## src/rtl/pc_progress_watchdog_if.sv

```systemverilog
// Sample/status bundle between a PC source and the forward-progress watchdog.
// The master drives samples and clear; the slave returns alarm and run statistics.
interface pc_progress_watchdog_if #(
    parameter int XLEN  = 32,
    parameter int CNT_W = 16
);
    logic             sample_en;
    logic [XLEN-1:0]  pc_in;
    logic             clear;
    logic             alarm;
    logic [1:0]       alarm_cause;
    logic [XLEN-1:0]  alarm_pc;
    logic [CNT_W-1:0] run_count;
    logic [CNT_W-1:0] max_run;
    logic [CNT_W-1:0] change_count;

    modport master (
        output sample_en, pc_in, clear,
        input  alarm, alarm_cause, alarm_pc, run_count, max_run, change_count
    );

    modport slave (
        input  sample_en, pc_in, clear,
        output alarm, alarm_cause, alarm_pc, run_count, max_run, change_count
    );
endinterface

```

## src/rtl/pc_progress_watchdog.sv

```systemverilog
// Forward-progress monitor: flags a PC that stays put (stuck) or keeps
// revisiting a short history of recently left PCs (tight loop). Alarm is sticky.
module pc_progress_watchdog #(
    parameter int XLEN        = 32,
    parameter int CNT_W       = 16,
    parameter int STALL_LIMIT = 16,
    parameter int HIST_DEPTH  = 4,
    parameter int LOOP_LIMIT  = 8
) (
    input  logic                  clk,
    input  logic                  reset,
    pc_progress_watchdog_if.slave wd
);
    typedef enum logic [1:0] {EMPTY, TRACK, ALARM} state_t;

    localparam logic [CNT_W-1:0] CNT_MAX   = '1;
    localparam logic [CNT_W-1:0] STALL_LIM = CNT_W'(STALL_LIMIT);
    localparam logic [CNT_W-1:0] LOOP_LIM  = CNT_W'(LOOP_LIMIT);

    state_t           state_reg;
    logic [XLEN-1:0]  last_pc_reg;
    logic [XLEN-1:0]  alarm_pc_reg;
    logic [CNT_W-1:0] run_count_reg;
    logic [CNT_W-1:0] max_run_reg;
    logic [CNT_W-1:0] change_count_reg;
    logic [CNT_W-1:0] loop_streak_reg;
    logic             alarm_reg;
    logic [1:0]       cause_reg;
    logic [XLEN-1:0]  hist_pc_reg [HIST_DEPTH];
    logic [HIST_DEPTH-1:0] hist_valid_reg;

    logic [HIST_DEPTH-1:0] hit_vec;
    logic             hit;
    logic             same_pc;
    logic [CNT_W-1:0] run_next;
    logic [CNT_W-1:0] streak_next;
    logic             stuck_evt;
    logic             loop_evt;

    // History lookup happens against the contents before this cycle's push.
    generate
        for (genvar gi = 0; gi < HIST_DEPTH; gi++) begin : g_hist_cmp
            assign hit_vec[gi] = hist_valid_reg[gi] && (hist_pc_reg[gi] == wd.pc_in);
        end
    endgenerate

    assign hit = |hit_vec;

    always_comb begin
        same_pc     = (wd.pc_in == last_pc_reg);
        run_next    = (run_count_reg == CNT_MAX) ? run_count_reg : run_count_reg + CNT_W'(1);
        streak_next = '0;
        if (hit) begin
            streak_next = (loop_streak_reg == CNT_MAX) ? loop_streak_reg
                                                        : loop_streak_reg + CNT_W'(1);
        end
        // A saturated run never re-crosses the limit, so the event fires once.
        stuck_evt = same_pc && (run_count_reg != CNT_MAX) && (run_next == STALL_LIM);
        loop_evt  = !same_pc && (streak_next == LOOP_LIM);
    end

    always_ff @(posedge clk) begin
        if (reset) begin
            state_reg        <= EMPTY;
            last_pc_reg      <= '0;
            alarm_pc_reg     <= '0;
            run_count_reg    <= '0;
            max_run_reg      <= '0;
            change_count_reg <= '0;
            loop_streak_reg  <= '0;
            alarm_reg        <= 1'b0;
            cause_reg        <= 2'b00;
            hist_valid_reg   <= '0;
            for (int i = 0; i < HIST_DEPTH; i++) begin
                hist_pc_reg[i] <= '0;
            end
        end else if (wd.clear) begin
            state_reg       <= EMPTY;
            alarm_pc_reg    <= '0;
            run_count_reg   <= '0;
            loop_streak_reg <= '0;
            alarm_reg       <= 1'b0;
            cause_reg       <= 2'b00;
            hist_valid_reg  <= '0;
        end else if (wd.sample_en) begin
            case (state_reg)
                EMPTY: begin
                    last_pc_reg   <= wd.pc_in;
                    run_count_reg <= '0;
                    state_reg     <= TRACK;
                end
                default: begin
                    if (same_pc) begin
                        run_count_reg <= run_next;
                        if (run_next > max_run_reg) begin
                            max_run_reg <= run_next;
                        end
                    end else begin
                        for (int i = HIST_DEPTH - 1; i > 0; i--) begin
                            hist_pc_reg[i]    <= hist_pc_reg[i-1];
                            hist_valid_reg[i] <= hist_valid_reg[i-1];
                        end
                        hist_pc_reg[0]    <= last_pc_reg;
                        hist_valid_reg[0] <= 1'b1;
                        last_pc_reg       <= wd.pc_in;
                        run_count_reg     <= '0;
                        change_count_reg  <= change_count_reg + CNT_W'(1);
                        loop_streak_reg   <= streak_next;
                    end
                    if (stuck_evt || loop_evt) begin
                        alarm_reg <= 1'b1;
                        cause_reg <= cause_reg | {loop_evt, stuck_evt};
                        if (!alarm_reg) begin
                            alarm_pc_reg <= wd.pc_in;
                        end
                        state_reg <= ALARM;
                    end
                end
            endcase
        end
    end

    assign wd.alarm        = alarm_reg;
    assign wd.alarm_cause  = cause_reg;
    assign wd.alarm_pc     = alarm_pc_reg;
    assign wd.run_count    = run_count_reg;
    assign wd.max_run      = max_run_reg;
    assign wd.change_count = change_count_reg;
endmodule

```

## src/flat_wrapper.sv

```systemverilog
// flat-port wrapper written by rule: the top's interface ports become plain ports
module pc_progress_watchdog_flat 
#(
    parameter int XLEN        = 32,
    parameter int CNT_W       = 16,
    parameter int STALL_LIMIT = 16,
    parameter int HIST_DEPTH  = 4,
    parameter int LOOP_LIMIT  = 8
)
  (clk, reset, wd_sample_en, wd_pc_in, wd_clear, wd_alarm, wd_alarm_cause, wd_alarm_pc, wd_run_count, wd_max_run, wd_change_count);
  pc_progress_watchdog_if #(.XLEN(XLEN), .CNT_W(CNT_W)) wd_i ();
  input  logic clk;
  input  logic reset;
  input wire logic [$bits(wd_i.sample_en)-1:0] wd_sample_en;
  input wire logic [$bits(wd_i.pc_in)-1:0] wd_pc_in;
  input wire logic [$bits(wd_i.clear)-1:0] wd_clear;
  output wire logic [$bits(wd_i.alarm)-1:0] wd_alarm;
  output wire logic [$bits(wd_i.alarm_cause)-1:0] wd_alarm_cause;
  output wire logic [$bits(wd_i.alarm_pc)-1:0] wd_alarm_pc;
  output wire logic [$bits(wd_i.run_count)-1:0] wd_run_count;
  output wire logic [$bits(wd_i.max_run)-1:0] wd_max_run;
  output wire logic [$bits(wd_i.change_count)-1:0] wd_change_count;
  assign wd_i.sample_en = wd_sample_en;
  assign wd_i.pc_in = wd_pc_in;
  assign wd_i.clear = wd_clear;
  assign wd_alarm = wd_i.alarm;
  assign wd_alarm_cause = wd_i.alarm_cause;
  assign wd_alarm_pc = wd_i.alarm_pc;
  assign wd_run_count = wd_i.run_count;
  assign wd_max_run = wd_i.max_run;
  assign wd_change_count = wd_i.change_count;
  pc_progress_watchdog #(.XLEN(XLEN), .CNT_W(CNT_W), .STALL_LIMIT(STALL_LIMIT), .HIST_DEPTH(HIST_DEPTH), .LOOP_LIMIT(LOOP_LIMIT)) u_core (.clk(clk), .reset(reset), .wd(wd_i));
endmodule
```

## config.mk

```make
export PLATFORM = sky130hd
export DESIGN_NAME = pc_progress_watchdog_flat
export DESIGN_NICKNAME = d
export VERILOG_FILES = /design/src/rtl/pc_progress_watchdog_if.sv /design/src/rtl/pc_progress_watchdog.sv /design/src/flat_wrapper.sv
export SDC_FILE = /design/constraint.sdc
export NUM_CORES = 1
export LEC_CHECK = 0
export CORE_MARGIN = 8
export CORE_UTILIZATION = 50
export CTS_BUF_LIST = sky130_fd_sc_hd__clkbuf_4 sky130_fd_sc_hd__clkbuf_8
export CTS_CLUSTER_SIZE = 20
export DETAILED_ROUTE_END_ITERATION = 12
export HOLD_SLACK_MARGIN = 0.06
export PLACE_DENSITY = 0.72
export SLEW_MARGIN = 20
export SYNTH_ARGS = -nofsm -noshare
export SYNTH_HDL_FRONTEND = slang
export SYNTH_SLANG_ARGS = --single-unit
```

## constraint.sdc

```tcl
create_clock -name clk -period 6.7 [get_ports clk]
set_clock_uncertainty 0.1 [all_clocks]
set_input_delay 0.67 -clock clk [delete_from_list [all_inputs] [get_ports clk]]
set_output_delay 0.67 -clock clk [all_outputs]
set_load 0.1 [all_outputs]
```

### Supply network, run 1

Pins as bars on the die edge.
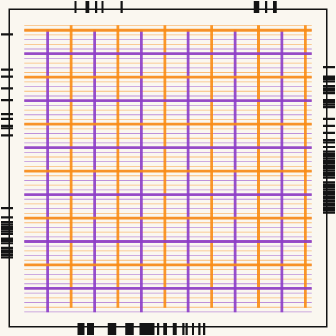
net	colour
VDD	orange
VSS	purple
met5 straps	12
met1 rails	62
signal pins	119

### Placed cells, one colour a class, run 1

The bar under the picture is 50 um long.
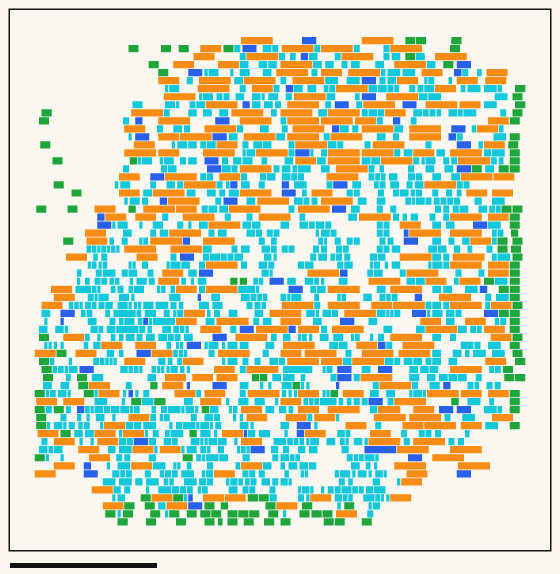
class	colour	cells	share of their area
flops	orange	265	42%
other buffers and delay cells	green	133	8.2%
combinational and other logic	cyan	1,006	44%
clock drivers and dummy loads	blue	84	6.0%

==> PnR_summary.wiki, run 1 <==
== Metrics ==
{| class="wikitable"
! Metric !! Value
|-
| Cell at the root of the clock tree || clkbuf_8
|-
| R2R Path Start || u_core.wd.run_count[0]
|-
| CP dominant cell by count || ha_1
|-
| Largest net degree at the start of global routing || 134
|-
| Power per cell area || 221 nW/um2
|-
| Warnings, synthesis || 0
|-
| Endpoints failing hold || 0
|-
| Number of nets still failing antenna checks after routing || 0
|-
| Period utilisation layout || 0.698
|-
| Max Slew Vio Count || 0
|-
| Number of buffer cells added on primary ports || 118
|-
| Length in cells of the worst reg-to-reg path || 14
|-
| Setup TNS || 0 ns
|-
| Number of placement rows || 61
|-
| FP Core Util || 0.505
|-
| Worst-case setup margin in the final layout || 2.02 ns
|-
| Top area contributor share || 0.275
|-
| Worst Min Path Start || u_core.wd.alarm_pc[16]
|-
| Number of buffers and inverters on the critical path || 0
|-
| Commonest non-fill, non-tap cells in the layout || and3_1, dfxtp_1, edfxtp_1
|-
| Distinct cell type count of the synthesized netlist || 64
|-
| Global-route wire length before repair || 65.0 mm
|-
| TritonCTS sink count || 265
|-
| Achievable frequency || 0.214 GHz
|-
| CTS tree || built
|-
| Number of cells on the worst hold path || 2
|-
| Fraction of the yosys area taken by sequential cells || 0.472
|-
| Clock transition at path regs || 0.06 ns
|-
| Half-perimeter wire length after placement || 28.8 mm
|-
| Crit path launch type || flip-flop
|-
| CP Launch Point || u_core.wd.run_count[0]
|-
| Total of max-cap violations || 0
|-
| Number of gates on the worst path with buffers counted || 14
|-
| Placeable Area || 27,600 um2
|-
| CTS Hold Buffers Added || 0
|-
| YS chip area || 14,000 um2
|-
| Routability-driven placement congestion ratio || 0.953
|-
| Delay-heaviest family, CP || simple AND/OR/NAND/NOR gates
|-
| Crit-path max cell delay || 0.70 ns
|-
| Prevailing post-synth register cell || dfxtp_1
|-
| Clock period minus final worst setup slack || 4.68 ns
|-
| Min-Delay Path Class || reg2reg
|-
| Result of the run || finished clean
|-
| Max Root-Sink Buffers || 3
|-
| Horizontal extent of the die || 183 um
|-
| Floorplan die height || 183 um
|-
| Arrival time of the worst setup path || 4.98 ns
|-
| Gates resized, CTS repair || 0
|-
| Synthesized netlist cell count || 1,392
|-
| Synthesized netlist net count || 1,445
|-
| Cell types occupying the most area after synthesis || edfxtp_1, dfxtp_1, xor2_1
|-
| Master of the slowest instance on the critical path || nor2_1
|-
| Highest fanout seen on the critical path || 12
|-
| Area of the multi-input gates || 6790 um2
|-
| Vias in the first global route || 11,100
|-
| Number of antenna violations at the first check in global routing || 0
|-
| Leakage dissipation || 0.00602 uW
|-
| DR DRC count || 0
|-
| Netlist area before placement || 14,000 um2
|-
| CP required || 7.01 ns
|-
| CTS H-Tree Depth || 2
|-
| Async set-reset flop share out of synthesis || 0
|-
| Number of fill cells || 2,410
|-
| Vias per cell || 6.12
|-
| Slew Limit Headroom || 0.240
|-
| Count of state elements after synthesis || 265
|-
| Critical Path End Type || flip-flop
|-
| Drt first pass iters || 8
|-
| Post-synthesis to final-layout area growth || 16.0%
|-
| Tightest Pin Transition || 1.13 ns
|-
| Count of final setup violators || 0
|-
| Number of warnings in the stage logs || 28
|-
| Smallest hold slack || 0.365 ns
|-
| Unrepaired setup endpoints after global routing || false
|-
| DR iter-0 viols || 1,076
|-
| Total clock buffers created by CTS || 45
|-
| Full die area || 33,500 um2
|-
| Cell taking the most area after synthesis || edfxtp_1
|-
| Critical Setup Path Class || reg2reg
|-
| Flop area || 6590 um2
|-
| Fraction of final layout cells with drive strength greater than 1 || 0.106
|-
| Top Ports || 119
|-
| Cells traversed along the worst timing path || ha_1 > nand3_1 > nor3_1 > nand2_1 > mux2_2 > ha_1 > nor2b_1 > o21ai_0 > nand2b_1 > a21oi_1 > o21a_1 > o311a_1 > nor2_1 > o31ai_1
|-
| Dominant logic cell type in the layout || and3_1
|-
| Antenna fix cells || 0
|-
| Number of setup buffers added after CTS || 0
|-
| Net count of the finished layout || 1,504
|-
| Flip-flops with a built-in enable || 128
|-
| Largest register FFs || 128
|-
| VDD IR max || 116 uV
|-
| GRT Residual Overflow || 0
|-
| Average cell area after synthesis || 10.0 um2
|-
| Worst setup timing slack at the placement stage || 1.98 ns
|-
| Number of cells in the yosys synthesis report || 1,392
|}
### Routed clock nets over the placement, run 1

The bar under the picture is 50 um long.
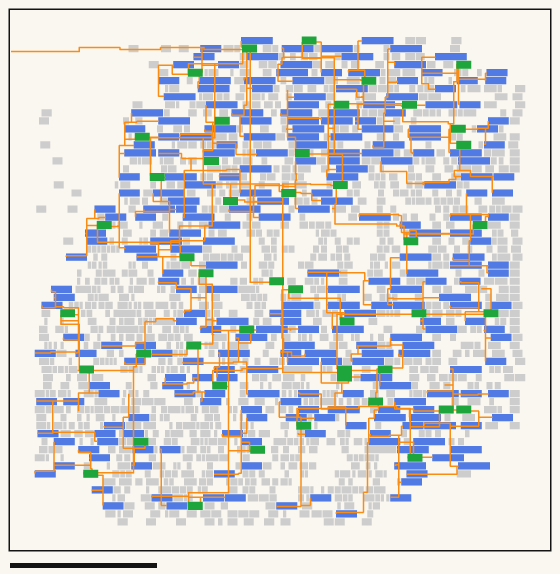
[clock wires] orange | length: 3,600 um
[clock drivers] green | count: 45
[flip-flops] blue | count: 265
flops lie	all over the die
clock insertion delay at the later pin of the skew report: 0.56 ns
power attributed to the clock group: 1520 uW
clock network power share: 0.424

### Routed metal, one colour a layer, run 1

Only two layers are drawn.
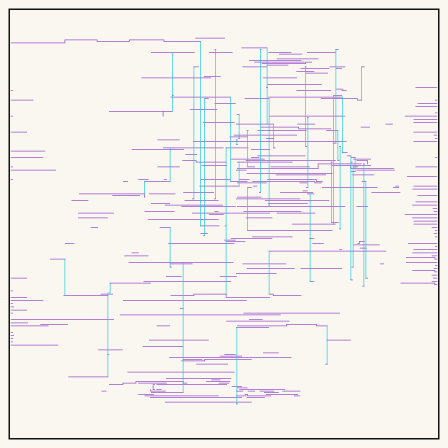
layer	colour	wire length
metal 4	cyan	1,310 um
metal 3	purple	3,740 um
GRT Resource Usage Total: 0.245
DR vias: 11,400
post-DR wirelength/cell: 22.4 um
wire length reported by the detailed router: 41.8 mm

[run 1: cell type report]
class,instances,area share
sequential,265,0.407
clock buffer,73,0.0539
inverter,26,0.00618
multi-input combinational,980,0.419
clock inverter,11,0.00471
timing repair buffer,133,0.0798
tap,378,0.0292
[run 1: path summary, 6_finish.rpt]
kind,slack [ns],to
worst max-delay path,2.02,u_core.wd.max_run[11]
worst min register to register,0.37,u_core.wd.alarm_pc[16]
worst max register to register,2.02,u_core.wd.max_run[11]
worst min-delay path,0.37,u_core.wd.alarm_pc[16]
[run 1: tightest hold or removal path: stages, from the launching register on]
cell and delay [ns]:
dfxtp_1 0.31, o31ai_2 0.05, a21oi_1 0.05
[run 1: cells by family after synthesis]
kind of cell / Yosys count / synth area share
adders and majority gates: 17 / 0.0152
xor gates and xnor gates: 189 / 0.119
and+or+nand+nor: 545 / 0.221
AOI/OAI and AO/OA: 185 / 0.0962
DFF: 265 / 0.472
buffers and inverters: 147 / 0.0451
muxes: 44 / 0.0324
[run 1: where the power goes]
part / internal, uW / switching (uW) / leakage, uW
Combinational: 90.6 / 206 / 0.00308
Clock: 862 / 656 / 0.000508
Sequential: 1740 / 30.2 / 0.00244
Total: 2690 / 892 / 0.00602
[run 1: synthesized netlist by cell type, drive strengths merged, types with 4 or more instances]
master	instances
buf	24
clkbuf	97
nor4b	5
xor2	103
nand4	90
dfxtp	137
and4	5
nand2	54
nor2	99
edfxtp	128
a21oi	69
nor2b	8
nor3	28
nand2b	6
a31oi	7
nand3	32
inv	24
o21a	5
or3	4
mux2	6
or4	5
and3	139
mux2i	38
xnor2	86
a31o	8
nand3b	5
a21o	4
o31ai	46
a22oi	11
nor4	49
ha	17
nand4b	4
o21ai	21
[run 1: routing by layer]
metal  vias up  track usage  wire [um]
li1       5239            -          -
met1      5548        0.337      18000
met2       534        0.380      18800
met3        92       0.0457       3740
met4         0       0.0859       1310
met5         -            0          0
[run 1: metrics by stage]
stage	power, uW	utilization	cell area (um2)	std cells
after CTS	3600	0.586	16200	1866
after global routing	3700	0.586	16200	1866
after global placement	2090	0.551	15200	1782
final	3590	0.586	16200	1866
after floorplan	1980	-	14000	1392
after detailed placement	2090	0.551	15200	1782
### Clock routing, run 1

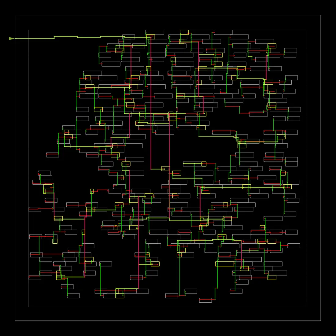

==> inputs of run 2 (changes only) <==
==> constraint.sdc (replaced) <==
create_clock -name clk -period 4.75 [get_ports clk]
set_clock_uncertainty 0.1 [all_clocks]
set_input_delay 0.475 -clock clk [delete_from_list [all_inputs] [get_ports clk]]
set_output_delay 0.475 -clock clk [all_outputs]
set_load 0.1 [all_outputs]
### Clock routing, run 2

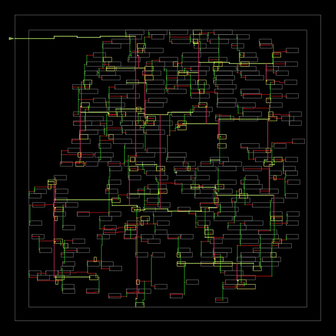
count of clock-net buffers in the final layout: 67
power attributed to the clock group: 2190 uW
sequential cell count of the final layout: 265
TritonCTS sink count: 265

### Routed metal, one colour a layer, run 2

Only two layers are drawn.
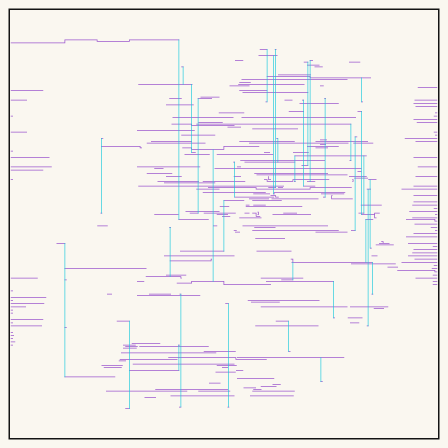
layer	colour	wire length
metal 3	purple	3,390 um
metal 4	cyan	1,140 um

### Placed cells, one colour a class, run 2

The bar under the picture is 50 um long.
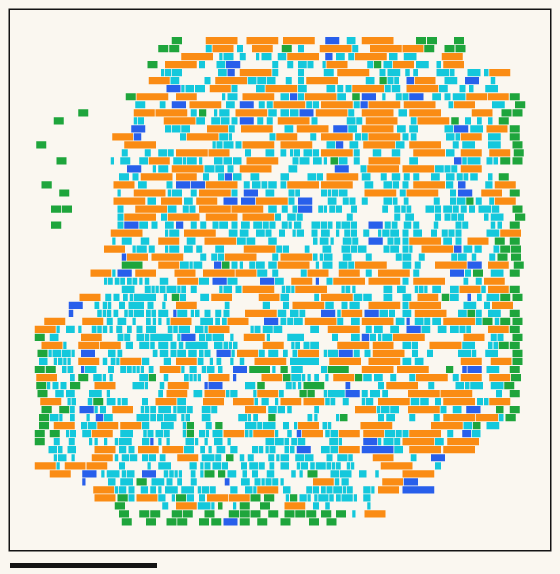
class	colour	cells	share of their area
combinational and other logic	cyan	1,006	43%
other buffers and delay cells	green	151	9.3%
clock drivers and dummy loads	blue	86	6.1%
flops	orange	265	41%

==> run 2 against run 1 <==
Combinational power grew 44%. Hold slack lost 0.14 ns. Worst setup slack lost 1.5 ns. Synthesized cell count is the same. Critical path type unchanged. Largest power group unchanged. Highest routed layer unchanged.
==> PnR_summary.wiki, run 2 <==
== Metrics ==
{| class="wikitable"
! Metric !! Value
|-
| Result of the run || finished clean (unchanged)
|-
| YS chip area || 14,000 um2 (unchanged)
|-
| Largest register FFs || 128 (unchanged)
|-
| Routability-driven placement congestion ratio || 0.995 (was 0.953)
|-
| Clock network power share || 0.428 (was 0.424)
|-
| Critical Setup Path Class || reg2reg (unchanged)
|-
| DR DRC count || 0 (unchanged)
|-
| CTS H-Tree Depth || 2 (unchanged)
|-
| Wire length reported by the detailed router || 40.6 mm (was 41.8 mm)
|-
| Leakage dissipation || 0.00613 uW (was 0.00602 uW)
|-
| Main logic family after synthesis || simple AND/OR/NAND/NOR gates (unchanged)
|-
| Most common cell in the netlist || and3_1 (unchanged)
|-
| Met3 Routed Length || 3.39 mm (was 3.74 mm)
|-
| Cells traversed along the worst timing path || ha_1 > nand3_1 > nor3_1 > nand2_1 > mux2_2 > ha_1 > nor2b_1 > o21ai_0 > nand2b_1 > a21oi_1 > o21a_1 > o311a_1 > nor2_1 > buf_4 > o31ai_1 (was ha_1 > nand3_1 > nor3_1 > nand2_1 > mux2_2 > ha_1 > nor2b_1 > o21ai_0 > nand2b_1 > a21oi_1 > o21a_1 > o311a_1 > nor2_1 > o31ai_1)
|-
| Crit path launch type || flip-flop (unchanged)
|-
| Vias per cell || 6.01 (was 6.12)
|-
| Half-perimeter wire length after placement || 28.9 mm (was 28.8 mm)
|-
| Number of setup buffers added after CTS || 0 (unchanged)
|-
| Placeable Area || 27,600 um2 (unchanged)
|-
| Cell taking the most area after synthesis || edfxtp_1 (unchanged)
|-
| Internal power || 3830 uW (was 2690 uW)
|-
| FP Core Util || 0.505 (unchanged)
|-
| Synthesized netlist cell count || 1,392 (unchanged)
|-
| Number of warnings in the stage logs || 28 (unchanged)
|-
| Fraction of final layout cells with drive strength greater than 1 || 0.115 (was 0.106)
|-
| Endpoints failing hold || 0 (unchanged)
|-
| DR vias || 11,300 (was 11,400)
|-
| Core Util, Final || 0.593 (was 0.586)
|-
| Top area contributor share || 0.275 (unchanged)
|-
| Period utilisation layout || 0.881 (was 0.698)
|-
| Detailed-route wire length on metal 1 || 18.0 mm (about the same)
|-
| Async set-reset flop share out of synthesis || 0 (unchanged)
|-
| Achievable frequency || 0.239 GHz (was 0.214 GHz)
|-
| CP dominant cell by count || ha_1 (unchanged)
|-
| GRT Residual Overflow || 0 (unchanged)
|-
| Fraction of the yosys area taken by sequential cells || 0.472 (unchanged)
|-
| Min-Delay Path Class || in2reg (was reg2reg)
|-
| Critical Path End Type || flip-flop (unchanged)
|-
| Combinational power share || 0.083 (about the same)
|-
| Vias in the first global route || 10,600 (was 11,100)
|-
| Horizontal extent of the die || 183 um (unchanged)
|-
| Post-DR wirelength/cell || 21.5 um (was 22.4 um)
|-
| Cell at the root of the clock tree || clkbuf_8 (unchanged)
|-
| Slew Limit Headroom || 0.315 (was 0.240)
|-
| Number of nets still failing antenna checks after routing || 0 (unchanged)
|-
| Warnings, synthesis || 0 (unchanged)
|-
| Met2 WL post-DR || 18.1 mm (was 18.8 mm)
|-
| Total clock buffers created by CTS || 47 (was 45)
|-
| Count of final setup violators || 0 (unchanged)
|-
| Gates resized, CTS repair || 0 (unchanged)
|-
| Power spent charging and discharging nets || 1280 uW (was 892 uW)
|-
| VDD IR max || 197 uV (was 116 uV)
|-
| Highest metal layer used by the detailed router || met4 (unchanged)
|-
| Number of buffers and inverters on the critical path || 1 (was 0)
|-
| GRT Resource Usage Total || 0.234 (was 0.245)
|-
| Post-synthesis to final-layout area growth || 17.5% (was 16.0%)
|-
| Post-synthesis xor/xnor area fraction || 0.119 (unchanged)
|-
| Tightest Pin Transition || 1.03 ns (was 1.13 ns)
|-
| Flip-flops with a built-in enable || 128 (unchanged)
|-
| Number of buffer cells added on primary ports || 118 (unchanged)
|-
| Delay-heaviest family, CP || simple AND/OR/NAND/NOR gates (unchanged)
|-
| Average cell area after synthesis || 10.0 um2 (unchanged)
|-
| Dominant logic cell type in the layout || and3_1 (unchanged)
|-
| Crit-path max cell delay || 0.49 ns (was 0.70 ns)
|-
| Fraction of the mapped netlist area in simple logic gates || 0.221 (unchanged)
|-
| Sw frac || 0.250 (was 0.249)
|-
| Netlist area before placement || 14,000 um2 (unchanged)
|-
| Drt first pass iters || 5 (was 8)
|-
| Share of synthesized area spent on multiplexers || 0.0324 (unchanged)
|-
| Max Slew Vio Count || 0 (unchanged)
|-
| Part of the total power dissipated in sequential elements || 0.489 (was 0.494)
|-
| CTS tree || built (unchanged)
|-
| Final Power || 5110 uW (was 3590 uW)
|-
| Commonest non-fill, non-tap cells in the layout || and3_1, dfxtp_1, edfxtp_1 (unchanged)
|-
| Clock period minus final worst setup slack || 4.18 ns (was 4.68 ns)
|-
| Area share of fa/ha/maj cells after synthesis || 0.0152 (unchanged)
|-
| Total of max-cap violations || 0 (unchanged)
|-
| DR iter-0 viols || 1,146 (was 1,076)
|-
| Antenna fix cells || 0 (unchanged)
|-
| Count of state elements after synthesis || 265 (unchanged)
|-
| Master of the slowest instance on the critical path || dfxtp_1 (was nor2_1)
|-
| Distinct cell type count of the synthesized netlist || 64 (unchanged)
|-
| Clock insertion delay at the later pin of the skew report || 0.55 ns (was 0.56 ns)
|-
| Compound-Gate Fraction of Synth Area || 0.0962 (unchanged)
|-
| Global-route wire length before repair || 62.1 mm (was 65.0 mm)
|-
| Power per cell area || 312 nW/um2 (was 221 nW/um2)
|-
| Full die area || 33,500 um2 (unchanged)
|-
| Largest net degree at the start of global routing || 110 (was 134)
|-
| Unrepaired setup endpoints after global routing || false (unchanged)
|-
| CP required || 5.06 ns (was 7.01 ns)
|-
| Cell types occupying the most area after synthesis || edfxtp_1, dfxtp_1, xor2_1 (unchanged)
|-
| DP Area || 15,400 um2 (was 15,200 um2)
|-
| Max Root-Sink Buffers || 3 (unchanged)
|-
| Most instantiated cells after synthesis || and3_1, dfxtp_1, edfxtp_1 (unchanged)
|-
| Floorplan die height || 183 um (unchanged)
|-
| Prevailing post-synth register cell || dfxtp_1 (unchanged)
|-
| Highest fanout seen on the critical path || 12 (unchanged)
|-
| Arrival time of the worst setup path || 4.49 ns (was 4.98 ns)
|-
| Net count of the finished layout || 1,524 (was 1,504)
|-
| Synthesized netlist net count || 1,445 (unchanged)
|-
| Number of cells in the yosys synthesis report || 1,392 (unchanged)
|-
| CTS Hold Buffers Added || 0 (unchanged)
|-
| Number of placement rows || 61 (unchanged)
|-
| Design area || 16,400 um2 (was 16,200 um2)
|-
| Top Ports || 119 (unchanged)
|-
| Setup TNS || 0 ns (unchanged)
|-
| Number of antenna violations at the first check in global routing || 0 (unchanged)
|-
| Clock transition at path regs || 0.06 ns (about the same)
|}
==> run 2: cell types whose count changed in the layout (fill, tap and decap cells not counted), moves of 2 or more <==
cell	change
clkinv_1	+3
buf_4	+15
buf_12	+4
clkbuf_4	-7
clkinv_2	+2
==> run 2: path summary, 6_finish.rpt <==
path | from | endpoint | slack (ns) | cells past startpoint
hold / removal | reset | u_core.wd.change_count[3] | 0.23 | 2
setup reg to reg | u_core.wd.run_count[1] | u_core.wd.max_run[5] | 0.57 | 15
hold reg to reg | u_core.wd.alarm_pc[17] | u_core.wd.alarm_pc[17] | 0.37 | 2
setup / recovery | u_core.wd.run_count[1] | u_core.wd.max_run[5] | 0.57 | 15
==> run 2: layout make-up <==
| class | instances | area, um2 |
|---|---|---|
| repair buffers | 151 | 1470 |
| clock inverters | 19 | 140 |
| well taps | 378 | 473 |
| fillers | 2368 | 11200 |
| multi-input cells | 980 | 6790 |
| clock buffers | 67 | 835 |
| flip-flops and latches | 265 | 6590 |
| inverters | 26 | 100 |
==> run 2: kinds of logic after synthesis <==
kind of cell	after synthesis
flops	265
buf+inv	147
mux	44
xor+xnor	189
compound gates	185
fa+ha+maj	17
simple gates	545
==> run 2: stage by stage <==
| stage | hold slack [ns] | setup slack (ns) | instances |
|---|---|---|---|
| after floorplan | 0.340 | 0.0381 | 1392 |
| after global placement | 0.350 | 0.339 | 1800 |
| after detailed placement | 0.361 | 0.270 | 1800 |
| after CTS | 0.200 | 0.632 | 1886 |
| after global routing | 0.221 | 0.252 | 1886 |
| final | 0.226 | 0.566 | 1886 |
==> run 2: layer usage <==
metal / GRT usage / up-vias
li1: - / 5276
met1: 0.329 / 5495
met2: 0.357 / 479
met3: 0.0447 / 85
met4: 0.0817 / 0
met5: 0 / -
==> run 2: power groups by stage <==
stage / Clock, uW / Sequential (uW) / Combinational, uW
after global routing: 2320 / 2500 / 449
final: 2190 / 2500 / 426
after detailed placement: 0 / 2540 / 419
after global placement: 0 / 2540 / 417
after CTS: 2210 / 2500 / 421
after floorplan: 0 / 2540 / 257
### Routed clock nets over the placement, run 2

The bar under the picture is 50 um long.
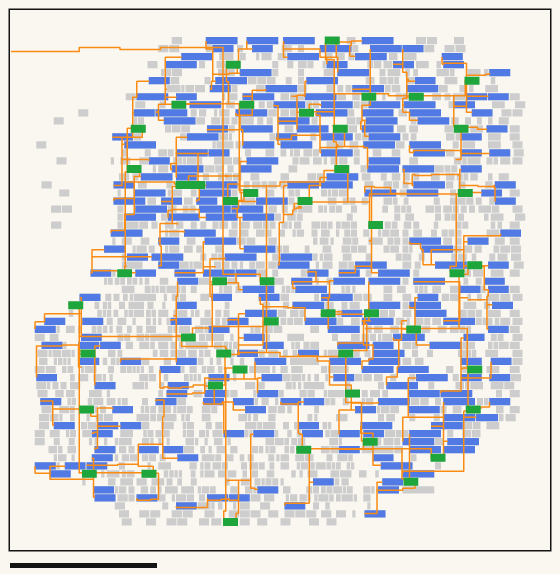

==> inputs of run 3 (changes only) <==
--- a/config.mk
+++ b/config.mk
@@ -5,13 +5,13 @@
 export SDC_FILE = /design/constraint.sdc
 export NUM_CORES = 1
 export LEC_CHECK = 0
-export CORE_MARGIN = 8
 export CORE_UTILIZATION = 50
 export CTS_BUF_LIST = sky130_fd_sc_hd__clkbuf_4 sky130_fd_sc_hd__clkbuf_8
 export CTS_CLUSTER_SIZE = 20
 export DETAILED_ROUTE_END_ITERATION = 12
+export DONT_BUFFER_PORTS = 1
 export HOLD_SLACK_MARGIN = 0.06
-export PLACE_DENSITY = 0.72
+export PLACE_DENSITY = 0.67
 export SLEW_MARGIN = 20
 export SYNTH_ARGS = -nofsm -noshare
 export SYNTH_HDL_FRONTEND = slang
### Routed clock nets over the placement, run 3

The bar under the picture is 50 um long.
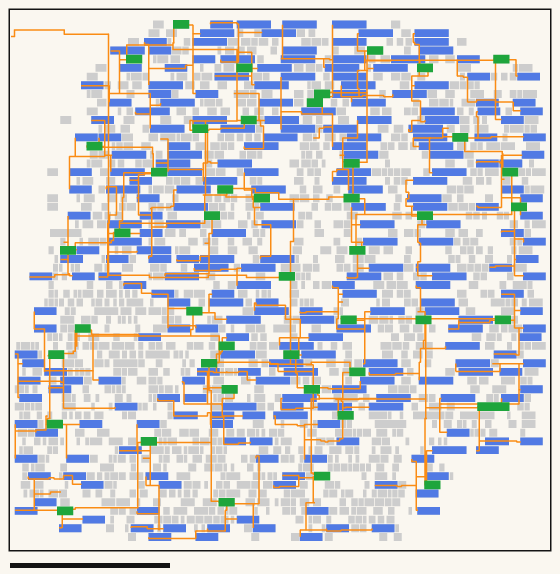
[clock wires] orange | length: 3,690 um
[clock drivers] green | count: 46
[flip-flops] blue | count: 265
flops lie	all over the die
routed clock nets	47
power attributed to the clock group: 2100 uW
clock network power share: 0.423

### Supply network, run 3

Pins as bars on the die edge.
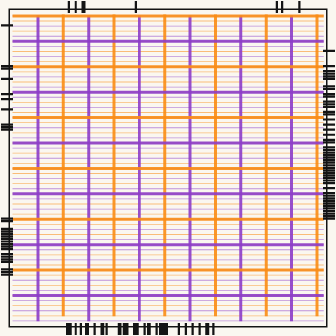
net	colour
VSS	purple
VDD	orange
rows	60
met5 straps	12
met4 straps	12
VDD IR max: 200 uV
horizontal extent of the die: 169 um

==> run 3 against run 2 <==
Wire length grew 3.4%. Highest routed layer is now met5. Critical path type unchanged. Sequential share of layout area increased by 2.0 points. Largest power group unchanged. Sequential cell count unchanged.
==> PnR_summary.wiki, run 3 <==
== Metrics ==
{| class="wikitable"
! Metric !! Value
|-
| FP Core Util || 0.514 (was 0.505)
|-
| Top Ports || 119 (unchanged)
|-
| Clock insertion delay at the later pin of the skew report || 0.56 ns (was 0.55 ns)
|-
| Unrepaired setup endpoints after global routing || false (unchanged)
|-
| Wire length reported by the detailed router || 42.0 mm (was 40.6 mm)
|-
| CTS tree || built (unchanged)
|-
| Achievable frequency || 0.222 GHz (was 0.239 GHz)
|-
| Critical Path End Type || flip-flop (unchanged)
|-
| Arrival time of the worst setup path || 4.84 ns (was 4.49 ns)
|-
| Worst Min Path Start || reset (unchanged)
|-
| Synthesized netlist net count || 1,445 (unchanged)
|-
| TritonCTS sink count || 265 (unchanged)
|-
| Vias in the first global route || 10,200 (was 10,600)
|-
| Number of warnings in the stage logs || 28 (unchanged)
|-
| Count of final setup violators || 0 (unchanged)
|-
| Power per cell area || 317 nW/um2 (was 312 nW/um2)
|-
| Async set-reset flop share out of synthesis || 0 (unchanged)
|-
| DR DRC count || 0 (unchanged)
|-
| Global-route wire length before repair || 62.4 mm (was 62.1 mm)
|-
| Flop area || 6590 um2 (about the same)
|-
| Largest register FFs || 128 (unchanged)
|-
| Fraction of the yosys area taken by sequential cells || 0.472 (unchanged)
|-
| Vias per cell || 6.12 (was 6.01)
|-
| Synthesized netlist cell count || 1,392 (unchanged)
|-
| Setup TNS || 0 ns (unchanged)
|-
| Critical Setup Path Class || reg2reg (unchanged)
|-
| Result of the run || finished clean (unchanged)
|-
| Endpoints failing hold || 0 (unchanged)
|-
| CP Launch Point || u_core.wd.run_count[3] (was u_core.wd.run_count[1])
|-
| Cell taking the most area after synthesis || edfxtp_1 (unchanged)
|-
| Number of buffer cells added on primary ports || 0 (was 118)
|-
| DR vias || 11,100 (was 11,300)
|-
| Commonest non-fill, non-tap cells in the layout || and3_1, dfxtp_1, edfxtp_1 (unchanged)
|-
| Prevailing post-synth register cell || dfxtp_1 (unchanged)
|-
| Core Util, Final || 0.575 (was 0.593)
|-
| Half-perimeter wire length after placement || 27.0 mm (was 28.9 mm)
|-
| Post-synthesis to final-layout area growth || 12.0% (was 17.5%)
|-
| Max Root-Sink Buffers || 3 (unchanged)
|-
| Net count of the finished layout || 1,456 (was 1,524)
|-
| CTS H-Tree Depth || 2 (unchanged)
|-
| Cell at the root of the clock tree || clkbuf_8 (unchanged)
|-
| Area of the multi-input gates || 6790 um2 (unchanged)
|-
| Distinct cell type count of the synthesized netlist || 64 (unchanged)
|-
| Clock period minus final worst setup slack || 4.51 ns (was 4.18 ns)
|-
| Number of placement rows || 60 (was 61)
|-
| Gates resized, CTS repair || 0 (unchanged)
|-
| Crit path launch type || flip-flop (unchanged)
|-
| Max Slew Vio Count || 0 (unchanged)
|-
| Largest net degree at the start of global routing || 134 (was 110)
|-
| Placeable Area || 27,200 um2 (was 27,600 um2)
|-
| Warnings, synthesis || 0 (unchanged)
|-
| GRT Residual Overflow || 0 (unchanged)
|-
| Number of fill cells || 2,461 (was 2,368)
|-
| Netlist area before placement || 14,000 um2 (unchanged)
|-
| Average cell area after synthesis || 10.0 um2 (unchanged)
|-
| Drt first pass iters || 5 (unchanged)
|-
| Dominant logic cell type in the layout || and3_1 (unchanged)
|-
| Most common cell in the netlist || and3_1 (unchanged)
|-
| Post-DR wirelength/cell || 23.2 um (was 21.5 um)
|-
| Most instantiated cells after synthesis || and3_1, dfxtp_1, edfxtp_1 (unchanged)
|-
| YS chip area || 14,000 um2 (unchanged)
|-
| Total of max-cap violations || 0 (unchanged)
|-
| Routability-driven placement congestion ratio || 0.923 (was 0.995)
|-
| Cell types occupying the most area after synthesis || edfxtp_1, dfxtp_1, xor2_1 (unchanged)
|-
| Top area contributor share || 0.275 (unchanged)
|-
| Highest fanout seen on the critical path || 12 (unchanged)
|-
| Tightest Pin Transition || 1.11 ns (was 1.03 ns)
|-
| R2R Path Start || u_core.wd.run_count[3] (was u_core.wd.run_count[1])
|-
| Clock transition at path regs || 0.07 ns (was 0.06 ns)
|}
### Clock routing, run 3

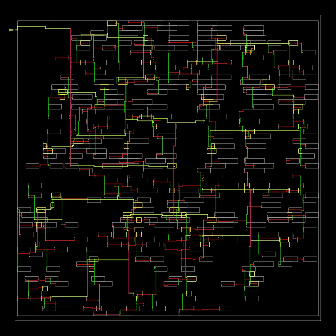
total clock buffers created by CTS: 46
count of clock-net buffers in the final layout: 74

[run 3: metal layers]
layer	GRT usage	part of all wire	vias to the layer above
li1	-	-	5146
met1	0.433	0.44	5334
met2	0.413	0.41	540
met3	0.0708	0.12	66
met4	0.0866	0.023	2
met5	0	0.00033	-
[run 3: through the flow]
stage | instances | cell area, um2 | hold WS, ns
6_report | 1812 | 15600 | 0.0867
5_1_grt | 1812 | 15600 | 0.0779
4_1_cts | 1811 | 15600 | 0.0676
3_5_place_dp | 1691 | 14300 | 0.382
3_3_place_gp | 1691 | 14300 | 0.377
2_1_floorplan | 1392 | 14000 | 0.340
[run 3: cell type report]
cell class	count	area share
inverter	26	0.00640
multi-input combinational	980	0.434
clock buffer	74	0.0555
clock inverter	11	0.00336
timing repair buffer	84	0.0494
sequential	265	0.421
tap	372	0.0298
[run 3: cell families after synthesis]
group	synth area share
XOR/XNOR	0.119
buffers and inverters	0.0451
AND/OR/NAND/NOR	0.221
adder cells (fa/ha/maj)	0.0152
multiplexers	0.0324
AND-OR/OR-AND	0.0962
flip-flops	0.472
[run 3: path summary, 6_finish.rpt]
kind                          endpoint  slack [ns]  cells past startpoint
min          u_core.loop_streak_reg[6]        0.09                      2
max reg2reg      u_core.wd.max_run[12]        0.24                     14
min reg2reg   u_core.hist_valid_reg[2]        0.38                      2
max              u_core.wd.max_run[12]        0.24                     14
[run 3: critical path, stage by stage, from the launching register on]
cell,delay (ns)
dfxtp_1,0.97
nand3_1,0.48
nor3_1,0.53
nand2_1,0.28
mux2_2,0.37
ha_1,0.29
nor2b_1,0.12
o21ai_0,0.08
nand2b_1,0.07
a21oi_1,0.06
o21a_1,0.18
o311a_1,0.41
nor2_1,0.13
buf_4,0.21
o31ai_1,0.09
[run 3: timing repair]
item,4_1_cts,5_1_grt
buffers inserted,0,0
hold buffers,35,0
hold endpoints to repair,94,0
[run 3: power by group]
group / internal, uW / switching (uW) / total (uW)
logic: 130 / 239 / 368
registers: 2450 / 42.4 / 2500
clock network: 1160 / 942 / 2100
total: 3740 / 1220 / 4960
Power is estimated from default activity; no workload was simulated.
